===== src/rtl/gnr_attractor_ctrl_if.sv =====
// Job and node-array signals of the GNR attractor sequencer.
// The master side is the controller; the slave side is the host and the node array.
interface gnr_attractor_ctrl_if #(
  parameter int N_NODES = 8,
  parameter int CNT_W   = 16
);
  logic               start;
  logic [N_NODES-1:0] init_vec;
  logic [N_NODES-1:0] s0_vec;
  logic [N_NODES-1:0] s1_vec;
  logic               reset_nos;
  logic [N_NODES-1:0] init_state;
  logic               start_s0;
  logic               start_s1;
  logic               busy;
  logic               done;
  logic               timeout;
  logic [CNT_W-1:0]   period;
  logic [CNT_W-1:0]   transient;
  logic [N_NODES-1:0] attr_state;

  modport master (
    input  start, init_vec, s0_vec, s1_vec,
    output reset_nos, init_state, start_s0, start_s1,
           busy, done, timeout, period, transient, attr_state
  );

  modport slave (
    output start, init_vec, s0_vec, s1_vec,
    input  reset_nos, init_state, start_s0, start_s1,
           busy, done, timeout, period, transient, attr_state
  );
endinterface


===== src/rtl/gnr_attractor_ctrl.sv =====
// Floyd attractor search over the GNR node array: finds the meeting point,
// then the period, then the transient.
module gnr_attractor_ctrl #(
  parameter int N_NODES = 8,
  parameter int CNT_W   = 16
) (
  input  logic                 clk,
  input  logic                 rst,
  gnr_attractor_ctrl_if.master bus
);
  typedef enum logic [2:0] {
    S_IDLE, S_LOAD, S_RUN, S_PERIOD, S_LOAD2, S_ADV, S_SYNC, S_FIN
  } state_t;

  localparam logic [CNT_W-1:0] CMAX = '1;

  state_t             r_state;
  logic [N_NODES-1:0] r_vec;
  logic [N_NODES-1:0] r_attr;
  logic [CNT_W-1:0]   r_k, r_lam, r_adv, r_mu;
  logic [CNT_W-1:0]   r_period, r_transient;
  logic               r_pmir, r_busy, r_done, r_timeout;

  logic w_eq, w_meet, w_reset_nos, w_s0, w_s1;

  assign w_eq   = (bus.s0_vec == bus.s1_vec);
  // Only even k puts the tortoise at exactly x[k/2]; k=0 is the trivial match.
  assign w_meet = !r_k[0] && (r_k != '0) && w_eq;

  // Strobes react to the current compare so no cycle is lost between
  // a match and the decision.
  always_comb begin
    w_reset_nos = (r_state == S_LOAD) || (r_state == S_LOAD2);
    w_s0        = 1'b0;
    w_s1        = 1'b0;
    case (r_state)
      S_RUN: if (!w_meet && r_k != CMAX) begin
        w_s0 = 1'b1;
        w_s1 = 1'b1;
      end
      S_PERIOD: if (!((r_lam != '0) && w_eq) && r_lam != CMAX) w_s1 = 1'b1;
      S_ADV:    if (r_adv != r_period) w_s1 = 1'b1;
      S_SYNC: begin
        if (r_pmir) begin
          if (!w_eq && r_mu != CMAX) begin
            w_s0 = 1'b1;
            w_s1 = 1'b1;
          end
        end else begin
          w_s0 = 1'b1;
        end
      end
      default: ;
    endcase
    if (rst) begin
      w_reset_nos = 1'b0;
      w_s0        = 1'b0;
      w_s1        = 1'b0;
    end
  end

  always_ff @(posedge clk) begin
    if (rst) begin
      r_state     <= S_IDLE;
      r_vec       <= '0;
      r_attr      <= '0;
      r_k         <= '0;
      r_lam       <= '0;
      r_adv       <= '0;
      r_mu        <= '0;
      r_period    <= '0;
      r_transient <= '0;
      r_pmir      <= 1'b1;
      r_busy      <= 1'b0;
      r_done      <= 1'b0;
      r_timeout   <= 1'b0;
    end else begin
      // Mirror of the node pass flag: only odd-numbered s0 strobes move s0.
      if (w_reset_nos)  r_pmir <= 1'b1;
      else if (w_s0)    r_pmir <= ~r_pmir;

      case (r_state)
        S_IDLE: if (bus.start) begin
          r_done    <= 1'b0;
          r_timeout <= 1'b0;
          r_vec     <= bus.init_vec;
          r_busy    <= 1'b1;
          r_state   <= S_LOAD;
        end
        S_LOAD: begin
          r_k     <= '0;
          r_state <= S_RUN;
        end
        S_RUN: begin
          if (w_meet) begin
            r_attr  <= bus.s0_vec;
            r_lam   <= '0;
            r_state <= S_PERIOD;
          end else if (r_k == CMAX) begin
            r_timeout <= 1'b1;
            r_state   <= S_FIN;
          end else begin
            r_k <= r_k + 1'b1;
          end
        end
        S_PERIOD: begin
          if ((r_lam != '0) && w_eq) begin
            r_period <= r_lam;
            r_state  <= S_LOAD2;
          end else if (r_lam == CMAX) begin
            r_period  <= r_lam;
            r_timeout <= 1'b1;
            r_state   <= S_FIN;
          end else begin
            r_lam <= r_lam + 1'b1;
          end
        end
        S_LOAD2: begin
          r_adv   <= '0;
          r_state <= S_ADV;
        end
        S_ADV: begin
          if (r_adv == r_period) begin
            r_mu    <= '0;
            r_state <= S_SYNC;
          end else begin
            r_adv <= r_adv + 1'b1;
          end
        end
        S_SYNC: if (r_pmir) begin
          if (w_eq) begin
            r_transient <= r_mu;
            r_state     <= S_FIN;
          end else if (r_mu == CMAX) begin
            r_transient <= r_mu;
            r_timeout   <= 1'b1;
            r_state     <= S_FIN;
          end else begin
            r_mu <= r_mu + 1'b1;
          end
        end
        S_FIN: begin
          r_done  <= 1'b1;
          r_busy  <= 1'b0;
          r_state <= S_IDLE;
        end
        default: r_state <= S_IDLE;
      endcase
    end
  end

  assign bus.reset_nos  = w_reset_nos;
  assign bus.start_s0   = w_s0;
  assign bus.start_s1   = w_s1;
  assign bus.init_state = r_vec;
  assign bus.busy       = r_busy;
  assign bus.done       = r_done;
  assign bus.timeout    = r_timeout;
  assign bus.period     = r_period;
  assign bus.transient  = r_transient;
  assign bus.attr_state = r_attr;
endmodule


===== src/flat_wrapper.sv =====
// flat-port wrapper written by rule: the top's interface ports become plain ports
module gnr_attractor_ctrl_flat 
#(
  parameter int N_NODES = 8,
  parameter int CNT_W   = 16
)
  (clk, rst, bus_start, bus_init_vec, bus_s0_vec, bus_s1_vec, bus_reset_nos, bus_init_state, bus_start_s0, bus_start_s1, bus_busy, bus_done, bus_timeout, bus_period, bus_transient, bus_attr_state);
  gnr_attractor_ctrl_if #(.N_NODES(N_NODES), .CNT_W(CNT_W)) bus_i ();
  input  logic clk;
  input  logic rst;
  input wire logic [$bits(bus_i.start)-1:0] bus_start;
  input wire logic [$bits(bus_i.init_vec)-1:0] bus_init_vec;
  input wire logic [$bits(bus_i.s0_vec)-1:0] bus_s0_vec;
  input wire logic [$bits(bus_i.s1_vec)-1:0] bus_s1_vec;
  output wire logic [$bits(bus_i.reset_nos)-1:0] bus_reset_nos;
  output wire logic [$bits(bus_i.init_state)-1:0] bus_init_state;
  output wire logic [$bits(bus_i.start_s0)-1:0] bus_start_s0;
  output wire logic [$bits(bus_i.start_s1)-1:0] bus_start_s1;
  output wire logic [$bits(bus_i.busy)-1:0] bus_busy;
  output wire logic [$bits(bus_i.done)-1:0] bus_done;
  output wire logic [$bits(bus_i.timeout)-1:0] bus_timeout;
  output wire logic [$bits(bus_i.period)-1:0] bus_period;
  output wire logic [$bits(bus_i.transient)-1:0] bus_transient;
  output wire logic [$bits(bus_i.attr_state)-1:0] bus_attr_state;
  assign bus_i.start = bus_start;
  assign bus_i.init_vec = bus_init_vec;
  assign bus_i.s0_vec = bus_s0_vec;
  assign bus_i.s1_vec = bus_s1_vec;
  assign bus_reset_nos = bus_i.reset_nos;
  assign bus_init_state = bus_i.init_state;
  assign bus_start_s0 = bus_i.start_s0;
  assign bus_start_s1 = bus_i.start_s1;
  assign bus_busy = bus_i.busy;
  assign bus_done = bus_i.done;
  assign bus_timeout = bus_i.timeout;
  assign bus_period = bus_i.period;
  assign bus_transient = bus_i.transient;
  assign bus_attr_state = bus_i.attr_state;
  gnr_attractor_ctrl #(.N_NODES(N_NODES), .CNT_W(CNT_W)) u_core (.clk(clk), .rst(rst), .bus(bus_i));
endmodule

===== config.mk =====
export PLATFORM = sky130hd
export DESIGN_NAME = gnr_attractor_ctrl_flat
export DESIGN_NICKNAME = d
export VERILOG_FILES = /design/src/rtl/gnr_attractor_ctrl_if.sv /design/src/rtl/gnr_attractor_ctrl.sv /design/src/flat_wrapper.sv
export SDC_FILE = /design/constraint.sdc
export NUM_CORES = 1
export LEC_CHECK = 0
export CAP_MARGIN = 20
export CORE_ASPECT_RATIO = 0.9
export CORE_UTILIZATION = 55
export CTS_CLUSTER_SIZE = 30
export DETAILED_ROUTE_END_ITERATION = 7
export GPL_TIMING_DRIVEN = 0
export PLACE_DENSITY = 0.8
export SETUP_SLACK_MARGIN = 0.15
export SLEW_MARGIN = 20
export SYNTH_ARGS = -nofsm -noshare
export SYNTH_HDL_FRONTEND = slang
export SYNTH_SLANG_ARGS = --single-unit

===== constraint.sdc =====
create_clock -name clk -period 2.5 [get_ports clk]
set_input_delay 0.5 -clock clk [delete_from_list [all_inputs] [get_ports clk]]
set_output_delay 0.5 -clock clk [all_outputs]
set_load 0.02 [all_outputs]

Run 1, M1 wires:
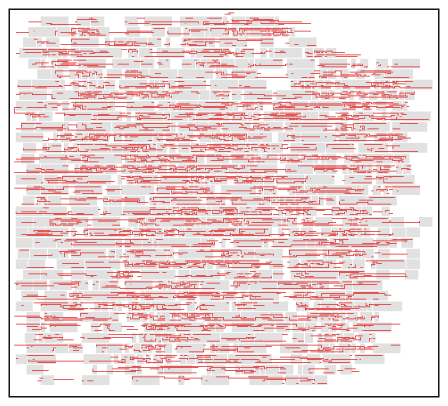
wire length on this layer: 7,020 um
main direction: horizontal
share of all routed wire: 39%
nets with wire on the layer: 787
longest straight run: 29.4 um

Run 1, M2 wires:
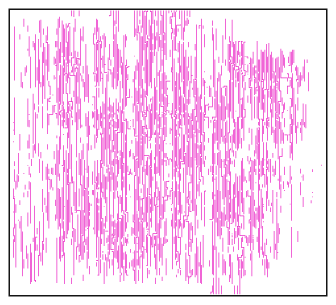
nets with wire on the layer: 752
main direction: vertical
longest straight run: 34.0 um
share of all routed wire: 48%

Run 1, signal wires on met3:
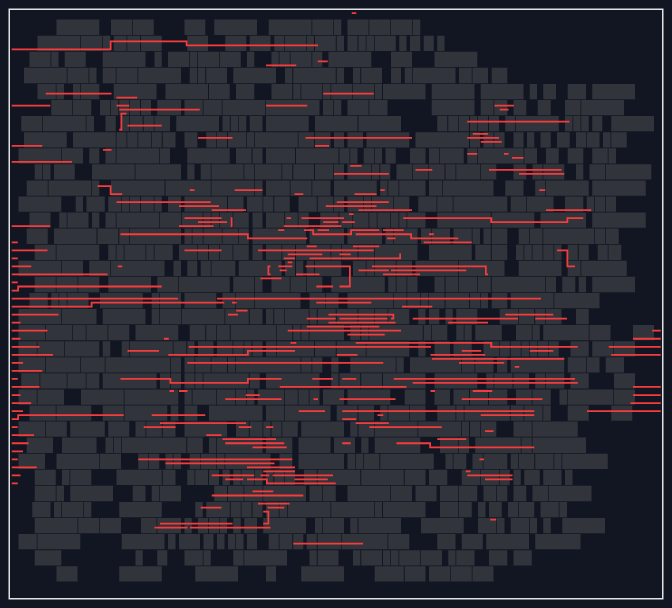
nets with wire on the layer: 150
main direction: horizontal
longest straight run: 54.5 um
share of all routed wire: 9.4%
wire length on this layer: 1,690 um

==> flow_summary.json, run 1 <==
{
  "fp_nets": 716,
  "drtAntennaViolNets": 0,
  "synth.avg_cell_area_um2": 8.50,
  "hold_ws_ns": 0.423,
  "tritoncts": "built",
  "layout.cells.most_common_list": "dfxtp_1, nor2_1, nand2_1",
  "crit_chain": "inv_1 -> ha_1 -> nor4b_2 -> nand4_1 -> nand3_4 -> a21oi_1 -> a211oi_2 -> buf_4",
  "setup_viol": 2,
  "maxCapViolations": 0,
  "avgRoutedWirePerCell_um": 18.8,
  "first_pass_iters": 5,
  "grt_max_degree": 17,
  "clkSinkCount": 119,
  "area_growth_pct": 37.8,
  "row_count": 35,
  "clockRootBuffer": "clkbuf_16",
  "rsz0062_at_grt": "true",
  "setup_slack_ns": -0.260,
  "edf_count": 0,
  "drcViolationCount": 0,
  "grt_pass1_vias": 5462,
  "die_w_um": 110,
  "ctsHoldBuffers": 0,
  "critPathSlowestCell": "dfxtp_2",
  "path_delay_family": "simple AND/OR/NAND/NOR gates",
  "ys_sh_simple_pct": 25.4,
  "diodes": 0,
  "viasPerCell": 6.23,
  "path_clk_slew_ns": 0.06,
  "synth_seq_share_pct": 41.0,
  "status": "finished, violations left",
  "critPathCapture": "bus_start_s1",
  "hold_path.class": "in -> reg",
  "layout.nets": 848,
  "synth_cell_types": 57,
  "final_core_util_pct": 78.1,
  "topCellsByArea": "dfxtp_1, mux2i_1, xnor2_1",
  "tool_warnings": 30,
  "leakagePower_nw": 2.97,
  "ys_async_sr_fraction_pct": 0,
  "violations": "negative setup slack",
  "critPathBufInv": 2,
  "fin_setup_tns_ns": -0.379,
  "place_congestion": 0.921,
  "endpoint_kind": "output pin",
  "finalCritPeriodShare_pct": 110,
  "clk_latency_ns": 0.43,
  "grt_pass1_wl_um": 27000,
  "ys_ff": 119,
  "ios": 81,
  "num_vias": 5960,
  "rrSetupSlack_ns": 0.19
}
==> run 1: Yosys cell counts, types with 3 or more instances <==
cell       instances
or2_2              3
clkbuf_1          17
nand3_1           30
or4_1              7
a2111oi_0          3
xor2_1             3
nor3_1            14
buf_4              3
nor2b_1            3
nor4_1             9
buf_2              7
dfxtp_1          119
o31ai_1            5
or3_1             26
inv_1             17
xnor2_1           46
nand4_1           22
and3_1             6
and4_1             4
nor4_2             3
ha_1               6
nor2_1            84
o21ai_1            6
nand2_1           62
mux2i_1           43
a211oi_1          10
o21ai_0           24
a21oi_1           58
==> run 1: sequential cells by signal (all words and copies together), names as in the netlist <==
signal,count
u_core.r_adv,16
u_core.bus.timeout,1
u_core.bus.init_state,8
u_core.bus.busy,1
u_core.bus.done,1
u_core.r_lam,16
u_core.bus.transient,16
u_core.bus.period,16
u_core.r_state,3
u_core.r_pmir,1
u_core.r_mu,16
u_core.bus.attr_state,8
u_core.r_k,16
==> run 1: where the power goes <==
part           switching (mW)  internal [mW]  total (mW)
logic                   0.494          0.312       0.806
registers              0.0447           1.94        1.98
clock network           0.952           1.60        2.55
==> run 1: metal layers <==
metal	track usage (%)	share of wire, %	vias up
met5	0	0	-
met4	12.6	3.4	0
met3	9.44	9.4	83
met2	50.8	48	348
met1	39.3	39	2807
li1	-	-	2722
==> run 1: cell type report <==
type | count | share of cell area [%]
inverters | 17 | 0.829
plain buffers | 33 | 2.75
clock inverters | 14 | 2.19
repair buffers | 113 | 13.4
well taps | 129 | 2.02
multi-input cells | 514 | 43.1
clock buffers | 18 | 5.49
flip-flops and latches | 119 | 30.3
==> run 1: how the worst min path moves through the flow <==
| stage | to | cells after the start | slack (ns) |
|---|---|---|---|
| 6_report | u_core.bus.attr_state[7] | 3 | 0.42 |
| 3_5_place_dp | u_core.bus.init_state[6] | 2 | 0.45 |
| 5_1_grt | u_core.bus.attr_state[7] | 3 | 0.47 |
| 2_1_floorplan | u_core.r_lam[11] | 2 | 0.47 |
| 3_3_place_gp | u_core.bus.init_state[5] | 2 | 0.44 |
| 4_1_cts | u_core.bus.init_state[4] | 2 | 0.46 |
==> run 1: worst register-to-register path: cells and delay by family (launching register included) <==
kind	cells	cell delay, ns
AOI/OAI and AO/OA	3	0.65
and+or+nand+nor	3	0.54
buffers and inverters	4	0.53
DFF	1	0.36
adders and majority gates	1	0.14
==> run 1: per-stage QoR <==
step                setup WS [ns]  cell area, um^2  instances
floorplan                   0.221             5810        683
global placement           -0.861             6770        892
detailed placement         -0.893             6770        892
CTS                        -0.245             7650        940
global route               -0.288             8000        957
finish                     -0.260             8000        957
==> run 1: repair_timing <==
action	CTS	global route
setup buffers	16	16
pin swaps	17	26
setup endpoints to repair	58	68
cloned	0	1
resized	64	74
==> run 1: logic make-up after synthesis <==
family	Yosys count
muxes	45
buffers and inverters	50
DFF	119
and+or+nand+nor	288
xor gates and xnor gates	49
AOI/OAI and AO/OA	126
adders and majority gates	6
## Run 2: what changed since run 1
Settings changed: PLACE_DENSITY 0.8 to unset, PLACE_DENSITY_LB_ADDON set to 0.3.
Run 2, congestion heat map:
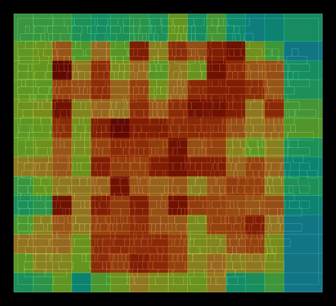
WL per Instance: 19.1 um
Top Usage Layer GRT: met2
met3 track utilization from global routing: 7.80%

==> run 2 against run 1 <==
- the run still ends with negative setup slack left
- largest cell class unchanged
- fmax fell by 6.3%
- register-to-register slack got worse by 0.17 ns
- critical path depth fell by 2
- sequential power barely moved
- utilization rose by 0.31 points
- clock power fell by 3%
- total power fell by 0.94%
- sequential share of layout area fell by 0.21 points
- global-route usage fell by 0.076 points
- worst hold slack improved by 0.026 ns
- final cell count fell by 0.63%
- clock skew rose by 0.00073 ns
==> flow_summary.json, run 2 <==
{
  "status": "finished, violations left",
  "violations": "negative setup slack",
  "holdPathEnd": "u_core.bus.attr_state[0]",
  "grt.overflow.total": 0,
  "edf_count": 0,
  "dp_slack_ns": -0.907,
  "initCoreUtil_pct": 56.7,
  "grt_max_degree": 17,
  "crit_path_max_fanout": 8,
  "finalNonFillerCells": 951,
  "finalCritPeriodShare_pct": 118,
  "die_w_um": 110,
  "top_cell": "dfxtp_1",
  "cts_buffers": 17,
  "clock_skew_ns": 0.00949,
  "syn-cell-area_um2": 5810,
  "clockBufferDepth": 2,
  "criticalPathCategory": "reg -> out",
  "h-tree-depth": 4,
  "worstReg2RegStart": "u_core.r_k[1]",
  "area_growth_pct": 38.4,
  "wl_um": 18100,
  "met1_usage_pct": 40.0,
  "grt_pass1_wl_um": 26900,
  "num_vias": 6024,
  "clkSinkCount": 119,
  "layout.nets": 842,
  "first_pass_iters": 6,
  "hold_viol": 0,
  "antenna_found_initial": 0,
  "setup_slack_ns": -0.446,
  "diodes": 0,
  "fin_setup_tns_ns": -0.764,
  "ys_async_sr_fraction_pct": 0,
  "place_congestion": 0.906,
  "hold_path.class": "in -> reg",
  "synth_cell_types": 57,
  "ir_worst_vdd_v": 0.000574,
  "path_clk_slew_ns": 0.06,
  "met2_usage_pct": 49.7,
  "lay_top_count": "dfxtp_1",
  "fp_nets": 716,
  "ios": 81,
  "hold_depth": 3,
  "setup_viol": 2,
  "final-comb-area_um2": 3510,
  "flop_area_um2": 2410,
  "tritoncts": "built",
  "finalPower_mw": 5.29,
  "die_area_um2": 11000,
  "final_core_util_pct": 78.4,
  "layout.cells.most_common_list": "dfxtp_1, nor2_1, clkdlybuf4s50_1",
  "maxCapViolations": 0,
  "rsz0062_at_grt": "true",
  "ys_top_cells_by_count": "dfxtp_1, nor2_1, nand2_1",
  "row_count": 35,
  "topCellsByArea": "dfxtp_1, mux2i_1, xnor2_1",
  "drcViolationCount": 0,
  "synth_seq_share_pct": 41.0,
  "worst_r2r_endpoint": "u_core.r_k[1]",
  "fin_crit_ns": 2.95,
  "tool_warnings": 30,
  "clk_latency_ns": 0.42,
  "clockRootBuffer": "clkbuf_16",
  "clock.fmax_mhz": 339,
  "drtAntennaViolNets": 0,
  "ctsHoldBuffers": 0,
  "grt_pass1_vias": 5554,
  "synth.avg_cell_area_um2": 8.50,
  "endpoint_kind": "output pin",
  "crit_required_ns": 2.00,
  "ys_ff": 119,
  "viasPerCell": 6.33,
  "ys.flop_type": "dfxtp_1",
  "leakagePower_nw": 2.92,
  "drtIter0Drc": 666,
  "rrSetupSlack_ns": 0.02,
  "dp_cells": 892,
  "yosys_warnings": 0
}
Run 2, M1 wires:
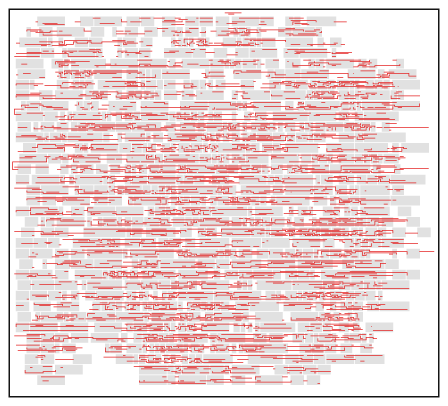
share of all routed wire: 40%
wire length on this layer: 7,180 um
longest straight run: 31.0 um
main direction: horizontal
nets with wire on the layer: 790

## run 2: cell counts after synthesis
No cell type changed its count.
## run 2: layout make-up
cell class | count | area share [%]
Tap cell | 129 | 2.01
Sequential cell | 119 | 30.1
Clock inverter | 13 | 1.81
Clock buffer | 19 | 5.64
Inverter | 17 | 0.825
Timing Repair Buffer | 107 | 13.0
Multi-Input combinational cell | 514 | 43.7
Buffer | 33 | 2.99
## run 2: critical path, cell delays in order, from the launching register on
cell	delay [ns]
dfxtp_1	0.48
nor2b_1	0.40
nand2_1	0.24
nor2_1	0.28
a21oi_1	0.15
a211oi_2	0.28
buf_4	0.19
## run 2: per-stage QoR
step | area (um^2) | hold slack [ns]
after global routing | 8030 | 0.470
after global placement | 6770 | 0.444
after detailed placement | 6770 | 0.448
after floorplan | 5810 | 0.468
after CTS | 7650 | 0.455
final | 8030 | 0.449
## run 2: power by group
| part | switching, mW | total (mW) | internal [mW] | leakage, nW |
|---|---|---|---|---|
| Sequential | 0.0453 | 1.98 | 1.94 | 0.972 |
| Clock | 0.947 | 2.47 | 1.53 | 0.286 |
| Combinational | 0.500 | 0.829 | 0.330 | 1.66 |
| Total | 1.49 | 5.29 | 3.80 | 2.92 |
## run 2: metal layers
metal  wire (um)  vias up
met2        8780      358
li1            -     2709
met4         650        0
met3        1510       89
met1        7180     2868
met5           0        -
## run 2: worst max path at each step
stage / start / depth (start not counted) / slack [ns] / to
floorplan: u_core.r_k[0] / 8 / 0.22 / bus_start_s0
global placement: bus_s0_vec[2] / 8 / -0.86 / bus_start_s1
detailed placement: bus_s0_vec[2] / 8 / -0.91 / bus_start_s1
CTS: u_core.r_k[0] / 9 / -0.31 / bus_start_s1
global route: u_core.r_state[1] / 6 / -0.50 / bus_start_s1
finish: u_core.r_state[1] / 6 / -0.45 / bus_start_s1
## run 2: cells by family (layout without fill, tap and decap cells)
family / Yosys count / after routing / share of synthesized area [%]
adders and majority gates: 6 / 6 / 1.29
xor gates and xnor gates: 49 / 49 / 7.39
AOI/OAI and AO/OA: 126 / 126 / 13.0
buffers and inverters: 50 / 189 / 4.05
and+or+nand+nor: 288 / 288 / 25.4
DFF: 119 / 119 / 41.0
muxes: 45 / 45 / 7.80
## run 2: repair_timing
action                     4_1_cts  5_1_grt
cloned                           2        2
gates resized                   63       89
pin swaps                       12       29
buffers inserted                14        9
setup endpoints to repair       65       84
No activity file was given, so power comes from the tool's default toggle rates.
